### Met1 routing, run 1

Supply wires on this layer in grey.
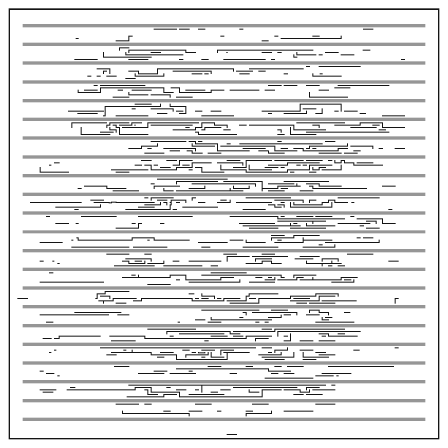
### Signal wires on met2, run 1

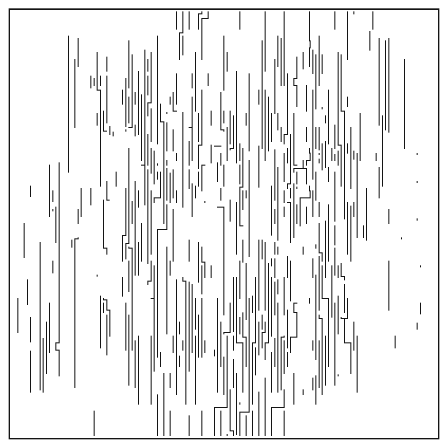
### M3 wires, run 1

The bar under the picture is 20 um long.
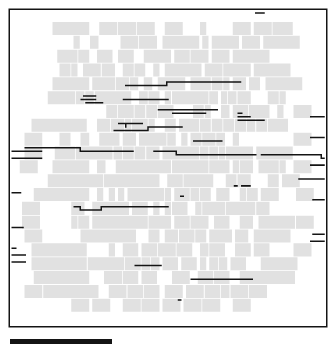
[src/rtl/vect_hazard_unit.sv]
// Load-use / distance-2 hazard detection with registered forward selects for a
// three-source vector pipeline; tracks the EX and MEM slots and counts stall cycles.
module vect_hazard_unit #(
  parameter int RA = 4,
  parameter int CW = 16
) (
  input  logic          clk,
  input  logic          rst,
  input  logic [RA-1:0] id_rs1,
  input  logic [RA-1:0] id_rs2,
  input  logic [RA-1:0] id_rs3,
  input  logic          id_use1,
  input  logic          id_use2,
  input  logic          id_use3,
  input  logic [RA-1:0] id_rd,
  input  logic          id_regwrite,
  input  logic          id_memread,
  input  logic          id_valid,
  input  logic          flush,
  output logic          Fa,
  output logic          Fb,
  output logic          Fc,
  output logic          stall,
  output logic [CW-1:0] stall_count
);

  typedef struct packed {
    logic          valid;
    logic [RA-1:0] rd;
    logic          regwrite;
    logic          memread;
  } slot_t;

  slot_t              id_slot;
  slot_t              ex_slot;
  slot_t              mem_slot;
  logic [2:0][RA-1:0] rs_v;
  logic [2:0]         use_v;
  logic [2:0]         hit_ex;
  logic [2:0]         hit_mem;
  logic               advance;

  assign id_slot = '{valid: id_valid, rd: id_rd, regwrite: id_regwrite, memread: id_memread};
  assign rs_v    = {id_rs3, id_rs2, id_rs1};
  assign use_v   = {id_use3, id_use2, id_use1};

  always_comb begin
    hit_ex  = '0;
    hit_mem = '0;
    for (int i = 0; i < 3; i++) begin
      hit_ex[i]  = id_valid && use_v[i] && ex_slot.valid && ex_slot.regwrite
                   && (rs_v[i] == ex_slot.rd);
      hit_mem[i] = id_valid && use_v[i] && mem_slot.valid && mem_slot.regwrite
                   && (rs_v[i] == mem_slot.rd);
    end
  end

  // A load in EX has no result yet, and the MEM-stage value is not forwarded,
  // so both cases wait until the producer reaches the write-before-read WB stage.
  assign stall   = ~rst & ~flush & ((|(hit_ex & {3{ex_slot.memread}})) | (|hit_mem));
  assign advance = ~flush & ~stall;

  always_ff @(posedge clk) begin
    if (rst) begin
      ex_slot.valid  <= 1'b0;
      mem_slot.valid <= 1'b0;
      {Fc, Fb, Fa}   <= 3'b000;
      stall_count    <= '0;
    end else begin
      mem_slot <= ex_slot;
      if (advance) begin
        ex_slot      <= id_slot;
        {Fc, Fb, Fa} <= hit_ex & ~{3{ex_slot.memread}};
      end else begin
        ex_slot.valid <= 1'b0;
        {Fc, Fb, Fa}  <= 3'b000;
      end
      if (stall && (stall_count != '1)) begin
        stall_count <= stall_count + 1'b1;
      end
    end
  end

endmodule
[config.mk]
export PLATFORM = sky130hd
export DESIGN_NAME = vect_hazard_unit
export DESIGN_NICKNAME = d
export VERILOG_FILES = /design/src/rtl/vect_hazard_unit.sv
export SDC_FILE = /design/constraint.sdc
export NUM_CORES = 1
export LEC_CHECK = 0
export CAP_MARGIN = 25
export CORE_MARGIN = 1.5
export CORE_UTILIZATION = 53
export DETAILED_ROUTE_END_ITERATION = 10
export PLACE_DENSITY = 0.9
export RECOVER_POWER = 25
export SYNTH_ARGS = -nofsm -noshare
export SYNTH_HDL_FRONTEND = slang
export SYNTH_SLANG_ARGS = --single-unit
export TNS_END_PERCENT = 100
[constraint.sdc]
create_clock -name clk -period 5.6 [get_ports clk]
set_input_delay 0.84 -clock clk [delete_from_list [all_inputs] [get_ports clk]]
set_output_delay 0.84 -clock clk [all_outputs]
set_load 0.01 [all_outputs]
==> impl_metrics.json, run 1 <==
{
  "outcome": "finished, final reports clean",
  "cap_violations": 0,
  "endpoint_kind": "output port",
  "sw_frac_of_total": 0.2285,
  "clock-sinks": 32,
  "rsz0062_at_grt": "false",
  "io_buffers": 44,
  "top_usage_layer": "met2",
  "syn_to_final_growth_pct": 29.53,
  "gr-usage-met3": 0.06159,
  "cp-endpoint": "stall",
  "yosys_area_um2": 1852,
  "cpPeakStageDelay_ps": 960,
  "power_clock_mw": 0.172,
  "combPwrFrac": 0.102,
  "via_per_inst": 5.650,
  "grt_pass1_vias": 1543,
  "ys_sh_simple": 0.2466,
  "ys_seq_frac": 0.4054,
  "logic_area_um2": 1052,
  "cp-startpoint": "rst",
  "cpLargestDelayFamily": "buffers and inverters",
  "lay_top_cells": "clkdlybuf4s50_1 (37), dfxtp_1 (21), xnor2_1 (18)",
  "crit_required_ps": 4760,
  "worstSetupStartpointType": "primary input",
  "ys_sh_adder": 0.006757,
  "p_seq_frac": 0.532,
  "cts_buffers": 5,
  "placed_cells": 269,
  "ys_top_cells_by_count": "dfxtp_1 (21), xnor2_1 (18), nand3_1 (17), nor2_1 (15), nor2b_1 (14)",
  "chipArea_um2": 3858,
  "drtPass1Iterations": 4,
  "cts.clk_slew.worst_paths_ps": 100,
  "critical-path-slowest-cell": "clkbuf_1",
  "hold_end": "mem_slot[6]$_SDFF_PP0_",
  "drtIter0Drc": 83,
  "hold_buffers": 0,
  "antenna_found_initial": 0,
  "synth_area_um2": 1852,
  "num_rows": 21,
  "drc": 0,
  "fmax_mhz": 235.7,
  "max_slew_margin": 0.1216,
  "htree_num_levels": 2,
  "grt_overflow_total": 0,
  "gp_congestion": 0.7980,
  "clock-root-buffer": "clkbuf_4",
  "synth.avg_cell_area_um2": 10.17,
  "synth_flops": 32,
  "xor_share": 0.1135,
  "synth-compound-area-share": 0.1101,
  "edf_count": 11,
  "fin_ws_ps": 1358,
  "nNonClkBuffers": 47,
  "hold_start": "ex_slot[6]$_SDFF_PP0_",
  "finalClockSkew_ps": 8.354,
  "nonClkBufAreaFrac": 0.1914,
  "synthCells": 182,
  "cp.arrival_ps": 3400,
  "vdd_drop_max_v": 0.0001393,
  "routedWlPerCell_um": 14.75,
  "min_path_cells": 1,
  "cp_num_buf_inv": 3,
  "yosys.area.top_type_share": 0.2270,
  "pre_cts_slack_ps": 1720,
  "ant_nets": 0,
  "grt_max_degree": 34,
  "finalPower_mw": 0.4697,
  "comb_area_frac": 0.4387,
  "grt_use_total": 0.2337,
  "n_all_inverters": 1,
  "hold_viol_final": 0,
  "clk_latency_ps": 330,
  "top_layer_used": "met4",
  "tapCellCount": 46,
  "flop-count": 32,
  "finalClockPeriodUsage": 0.7575,
  "met1Wirelength_um": 1741,
  "synthFlopType": "dfxtp_1",
  "tool_warnings": 26,
  "p_per_area_nw_per_um2": 195.8,
  "reg_top3": "stall_count: 16 flops, ex_slot: 7 flops, mem_slot: 6 flops",
  "powerComb_mw": 0.0481,
  "largest_cell_class": "logic gates",
  "die_y_um": 62.11,
  "rr_endpoint": "stall_count[15]$_SDFFE_PP0P_",
  "ys_sh_mux": 0.09122,
  "timing.setup.tns_ps": 0,
  "path_cells": "dlygate4sd3_1, clkbuf_1, nor2_1, a21boi_0, clkdlybuf4s50_1",
  "yosys.area.top_type": "dfxtp_1",
  "dp_hpwl_um": 3086,
  "die_x_um": 62.11,
  "met3_wirelength_um": 227,
  "cts_setup_buffers": 0,
  "clkbuf_count": 5,
  "cp_max_fo": 33,
  "cts_resized": 0,
  "nNetsFinal": 256,
  "ys_top_logic_family": "simple AND/OR/NAND/NOR gates",
  "antenna_cells": 0,
  "crit_type": "primary input to output port",
  "powerSeq_mw": 0.250,
  "io_pins": 45,
  "placed_cell_area_um2": 2327,
  "power.share.clock": 0.366,
  "post-route-min-period_ps": 4242,
  "top_power_group": "registers",
  "total_leakage_power_nw": 0.7993,
  "synth.area.top_cells": "dfxtp_1 (23%), edfxtp_1 (18%), xnor2_1 (8.5%), mux2_4 (4.9%), nor2b_1 (4.7%)",
  "cts_tree": "built",
  "finalSetupViolations": 0,
  "final-max-slew-violation-count": 0,
  "yosysMostFrequentCell": "dfxtp_1",
  "clk_share": 0.03130,
  "drive_above_1_share": 0.1515,
  "holdCritPathClass": "flip-flop to flip-flop",
  "design_area_um2": 2399,
  "sh_seq_area": 0.3130,
  "largest_register": "stall_count",
  "yosysCellCount": 182,
  "dr_wl_met2_um": 2036
}
Notes on 'Met1 routing' above:
wire length on this layer	1740 um
nets with wire on the layer	226
share of all routed wire	43%
routed vias: 1565
GR Util met1: 0.2934
wirelength, routed: 4087 um

Notes on 'Signal wires on met2' above:
share of all routed wire	50%
wire length on this layer	2040 um
main direction	vertical
met2 Use GR: 0.3818

Notes on 'M3 wires' above:
nets with wire on the layer	32
wire length on this layer	228 um
share of all routed wire	5.6%
main direction	horizontal

### Selected gate families, run 1

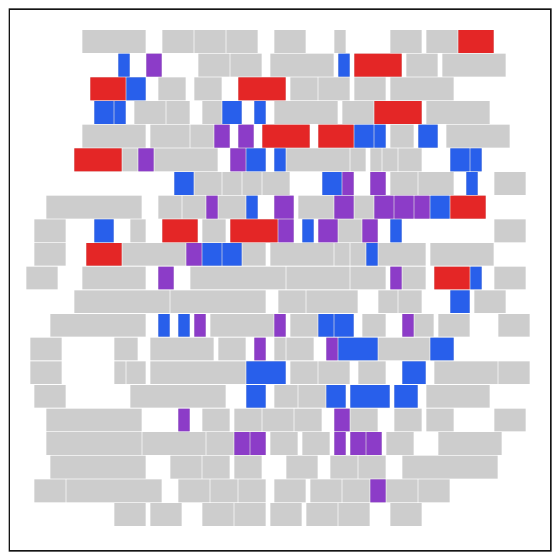

==> run 2, diff against run 1 <==
--- a/config.mk
+++ b/config.mk
@@ -7,9 +7,9 @@
 export LEC_CHECK = 0
 export CAP_MARGIN = 25
 export CORE_MARGIN = 1.5
-export CORE_UTILIZATION = 53
+export CORE_UTILIZATION = 44
 export DETAILED_ROUTE_END_ITERATION = 10
-export PLACE_DENSITY = 0.9
+export PLACE_DENSITY = 0.8
 export RECOVER_POWER = 25
 export SYNTH_ARGS = -nofsm -noshare
 export SYNTH_HDL_FRONTEND = slang
==> constraint.sdc (replaced) <==
create_clock -name clk -period 3.9 [get_ports clk]
set_input_delay 0.585 -clock clk [delete_from_list [all_inputs] [get_ports clk]]
set_output_delay 0.585 -clock clk [all_outputs]
set_load 0.01 [all_outputs]
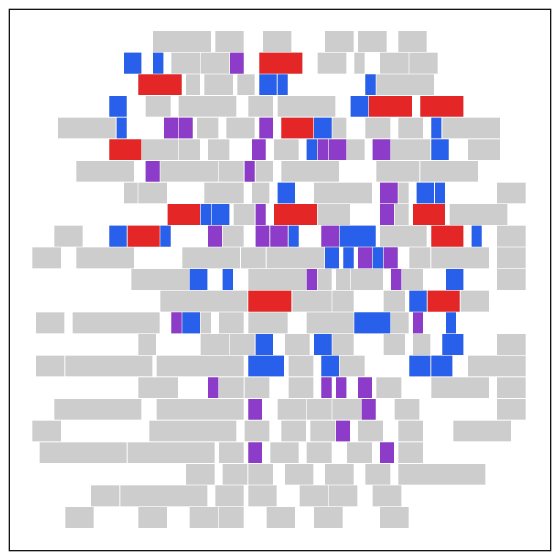
*Selected gate families, run 2*
family	colour	cells
NOR gates	blue	39
NAND gates	purple	32
multiplexers	red	13
logic share of the area: 0.4355
Commonest Layout Cell: clkdlybuf4s50_1
non-filler cells, final: 281

==> impl_metrics.json, run 2 <==
{
  "yosys.area.top_type": "dfxtp_1",
  "antenna_cells": 0,
  "ys_sh_mux": 0.09122,
  "rr_endpoint": "stall_count[9]$_SDFFE_PP0P_",
  "powerSeq_mw": 0.358,
  "top_usage_layer": "met2",
  "reg_top3": "stall_count: 16 flops, ex_slot: 7 flops, mem_slot: 6 flops",
  "drc": 0,
  "crit_required_ps": 3310,
  "placed_cell_area_um2": 2332,
  "synth-compound-area-share": 0.1101,
  "crit_type": "primary input to output port",
  "clk_share": 0.03625,
  "n_all_inverters": 1,
  "cp-startpoint": "id_rs2[3]",
  "gr-usage-met1": 0.2449,
  "power.share.clock": 0.373,
  "die_y_um": 67.88,
  "post-route-min-period_ps": 3483,
  "dr_wl_met2_um": 2024,
  "edf_count": 11,
  "ys_sh_simple": 0.2466,
  "gp_congestion": 0.8802,
  "io_buffers": 44,
  "largest_cell_class": "logic gates",
  "met3_wirelength_um": 150,
  "num_rows": 23,
  "grt_util_met2": 0.3113,
  "ys_top_logic_family": "simple AND/OR/NAND/NOR gates",
  "max_slew_margin": 0.1456,
  "pre_cts_slack_ps": 445.8,
  "cp_num_buf_inv": 2,
  "top_layer_used": "met4",
  "xor_share": 0.1135,
  "powerComb_mw": 0.0693,
  "flop-count": 32,
  "drtIter0Drc": 121,
  "finalSetupViolations": 0,
  "cts_resized": 0,
  "min_path_cells": 0,
  "ys_top_cells_by_count": "dfxtp_1 (21), xnor2_1 (18), nand3_1 (17), nor2_1 (15), nor2b_1 (14)",
  "synth_area_um2": 1852,
  "yosysCellCount": 182,
  "fin_ws_ps": 416.7,
  "sh_seq_area": 0.3107,
  "cap_violations": 0,
  "ys_seq_frac": 0.4054,
  "worstSetupStartpointType": "primary input",
  "cts.clk_slew.worst_paths_ps": 70,
  "nonClkBufAreaFrac": 0.1901,
  "die_x_um": 67.88,
  "synth.area.top_cells": "dfxtp_1 (23%), edfxtp_1 (18%), xnor2_1 (8.5%), mux2_4 (4.9%), nor2b_1 (4.7%)",
  "drtPass1Iterations": 4,
  "cp_max_fo": 6,
  "grt_pass1_vias": 1368,
  "cpLargestDelayFamily": "buffers and inverters",
  "total_leakage_power_nw": 0.7968,
  "placed_cells": 273,
  "hold_viol_final": 0,
  "logic_area_um2": 1052,
  "cts_buffers": 5,
  "clkbuf_count": 5,
  "hold_buffers": 0,
  "cp-endpoint": "stall",
  "synth.avg_cell_area_um2": 10.17,
  "design_area_um2": 2416,
  "outcome": "finished, final reports clean",
  "yosys.area.top_type_share": 0.2270,
  "nNetsFinal": 256,
  "finalClockSkew_ps": 6.162,
  "grt_use_total": 0.1916
}
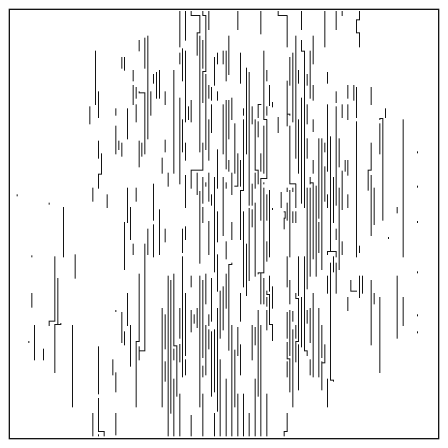
*Signal wires on met2, run 2*
main direction	vertical
longest straight run	25.3 um
share of all routed wire	48%

### M3 wires, run 2

The bar under the picture is 20 um long.
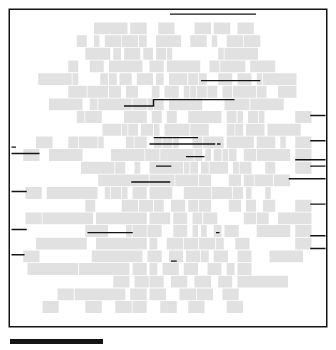

==> run 3, diff against run 2 <==
--- a/config.mk
+++ b/config.mk
@@ -7,9 +7,9 @@
 export LEC_CHECK = 0
 export CAP_MARGIN = 25
 export CORE_MARGIN = 1.5
-export CORE_UTILIZATION = 44
+export CORE_UTILIZATION = 35
 export DETAILED_ROUTE_END_ITERATION = 10
-export PLACE_DENSITY = 0.8
+export PLACE_DENSITY = 0.67
 export RECOVER_POWER = 25
 export SYNTH_ARGS = -nofsm -noshare
 export SYNTH_HDL_FRONTEND = slang
==> constraint.sdc (replaced) <==
create_clock -name clk -period 3.9 [get_ports clk]
set_input_delay 0.78 -clock clk [delete_from_list [all_inputs] [get_ports clk]]
set_output_delay 0.78 -clock clk [all_outputs]
set_load 0.01 [all_outputs]
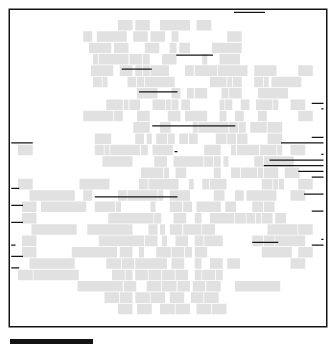
*M3 wires, run 3*
The bar under the picture is 20 um long.
nets with wire on the layer	24
wire length on this layer	153 um
longest straight run	19.6 um
main direction	horizontal
share of all routed wire	3.8%

==> impl_metrics.json, run 3 <==
{
  "outcome": "finished, final reports clean",
  "htree_num_levels": 2,
  "cts_tree": "built",
  "synthFlopType": "dfxtp_1",
  "ys_sh_mux": 0.09122,
  "post-route-min-period_ps": 3615,
  "via_per_inst": 4.928,
  "syn_nets": 208,
  "nNonClkBuffers": 50,
  "gp_congestion": 0.8215,
  "n_all_inverters": 1,
  "die_y_um": 75.74,
  "crit_type": "primary input to output port",
  "synth_flops": 32,
  "ys_sh_simple": 0.2466,
  "cpMostUsedCell": "clkdlybuf4s50_1",
  "syn_to_final_growth_pct": 33.78,
  "postLayoutCoreUtil": 0.4851,
  "io_buffers": 44,
  "clock-root-buffer": "clkbuf_8",
  "cts_buffers": 5,
  "largest_register": "stall_count",
  "total_leakage_power_nw": 0.8180,
  "cts_setup_buffers": 0,
  "design_area_um2": 2477,
  "lay_top_cells": "clkdlybuf4s50_1 (37), dfxtp_1 (21), xnor2_1 (18)",
  "synth.avg_cell_area_um2": 10.17,
  "logic_gates": 143,
  "grt_pass1_vias": 1393,
  "top_layer_used": "met4",
  "largest_reg_flops": 16,
  "grt_util_met2": 0.2398,
  "power_clock_mw": 0.265,
  "flop-count": 32,
  "largest_cell_class": "logic gates",
  "hold_buffers": 0,
  "timing.setup.tns_ps": 0,
  "p_seq_frac": 0.517,
  "clkbuf_count": 5,
  "path_cells": "clkdlybuf4s50_1, nand2_1, nor4_1, nor3_1, a21boi_0, clkdlybuf4s50_1",
  "top_usage_layer": "met2",
  "cp.arrival_ps": 2840,
  "fin_ws_ps": 284.9,
  "drtIter0Drc": 50,
  "sh_seq_area": 0.3030,
  "cap_violations": 0,
  "ys_seq_frac": 0.4054,
  "num_rows": 26,
  "placed_cell_area_um2": 2380,
  "fp_util": 0.3626,
  "critical-path-slowest-cell": "clkdlybuf4s50_1",
  "core_area_um2": 5107,
  "cts_resized": 0,
  "finalPower_mw": 0.6924,
  "crit_required_ps": 3120,
  "gr-usage-met1": 0.2119,
  "logic_area_um2": 1061,
  "reg_top3": "stall_count: 16 flops, ex_slot: 7 flops, mem_slot: 6 flops",
  "rrSetupSlack_ps": 1590,
  "nonClkBufAreaFrac": 0.1944,
  "flop_area_um2": 750.7,
  "vdd_drop_max_v": 0.0001624,
  "yosysCellCount": 182,
  "xor_share": 0.1135,
  "grt_pass1_wl_um": 6693,
  "cts.clk_slew.worst_paths_ps": 70,
  "sw_frac_of_total": 0.2541,
  "antenna_cells": 0,
  "routedWlPerCell_um": 13.17,
  "dp_hpwl_um": 3044,
  "hold_viol_final": 0,
  "drc": 0,
  "clk_share": 0.03737,
  "cpLargestDelayFamily": "buffers and inverters",
  "rr_endpoint": "stall_count[9]$_SDFFE_PP0P_",
  "lay_top_count": "clkdlybuf4s50_1",
  "holdWs_ps": 457.0,
  "grt_use_total": 0.1553,
  "hold_start": "ex_slot[1]$_DFFE_PP_",
  "yosys.area.top_type_share": 0.2270,
  "yosysMostFrequentCell": "dfxtp_1",
  "io_pins": 45,
  "powerComb_mw": 0.0695,
  "switchingPower_mw": 0.1759,
  "grt_overflow_total": 0,
  "finalClockSkew_ps": 3.661,
  "grt_max_degree": 33,
  "met1Wirelength_um": 1951,
  "cp-endpoint": "stall",
  "top_power_group": "registers",
  "ys_top_cells_by_count": "dfxtp_1 (21), xnor2_1 (18), nand3_1 (17), nor2_1 (15), nor2b_1 (14)",
  "drtPass1Iterations": 4,
  "synth-compound-area-share": 0.1101,
  "p_per_area_nw_per_um2": 279.5,
  "vias": 1498,
  "worstSetupStartpointType": "primary input",
  "cp_num_buf_inv": 2,
  "worstMarginPinSlew_ps": 1306,
  "reg2reg_depth": 7,
  "dr_wl_met2_um": 1837,
  "met3_wirelength_um": 153,
  "powerSeq_mw": 0.358,
  "max_slew_margin": 0.1295,
  "reg2reg_from": "ex_slot[3]$_DFFE_PP_",
  "nNetsFinal": 259,
  "gr-usage-met3": 0.04101,
  "hold_end": "mem_slot[1]$_DFFE_PN_",
  "min_path_cells": 0,
  "clk_latency_ps": 290,
  "fillers": 498,
  "yosys_area_um2": 1852,
  "cp_max_fo": 4,
  "power.share.clock": 0.383,
  "cp-startpoint": "id_valid",
  "ys_sh_adder": 0.006757,
  "clock_path_buffers": 2,
  "finalClockPeriodUsage": 0.9269,
  "final-max-slew-violation-count": 0,
  "ys_types": 37,
  "ys_top_logic_family": "simple AND/OR/NAND/NOR gates",
  "combPwrFrac": 0.100,
  "fmax_mhz": 276.6,
  "endpoint_kind": "output port",
  "ant_nets": 0,
  "layout.cells.non_filler": 304,
  "placed_cells": 296,
  "path_depth": 6,
  "finalSetupViolations": 0,
  "pre_cts_slack_ps": 189.6,
  "synth_area_um2": 1852,
  "cpPeakStageDelay_ps": 560,
  "edf_count": 11,
  "die_x_um": 75.74,
  "yosys.area.top_type": "dfxtp_1",
  "comb_area_frac": 0.4283,
  "rsz0062_at_grt": "false",
  "synth.area.top_cells": "dfxtp_1 (23%), edfxtp_1 (18%), xnor2_1 (8.5%), mux2_4 (4.9%), nor2b_1 (4.7%)",
  "yosys_warnings": 0,
  "drive_above_1_share": 0.1709,
  "drt-total-wl_um": 4003
}
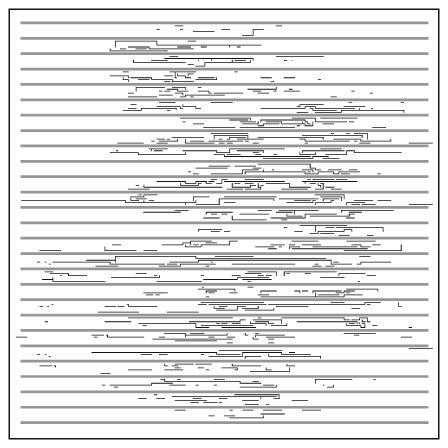
*Met1 routing, run 3*
Supply wires on this layer in grey.
nets with wire on the layer	223
wire length on this layer	1950 um
share of all routed wire	49%


==> notes/layouts.md <==
Pictures saved along the way, in no particular order.

Clock nets.
(a)
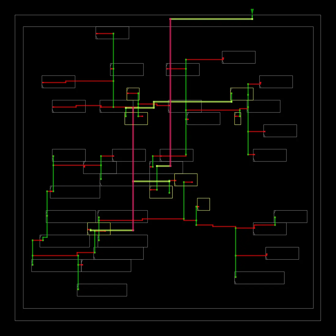
(b)
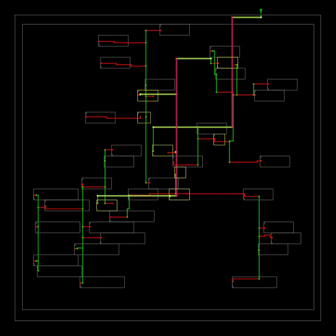
(a): run 2
(b): run 3

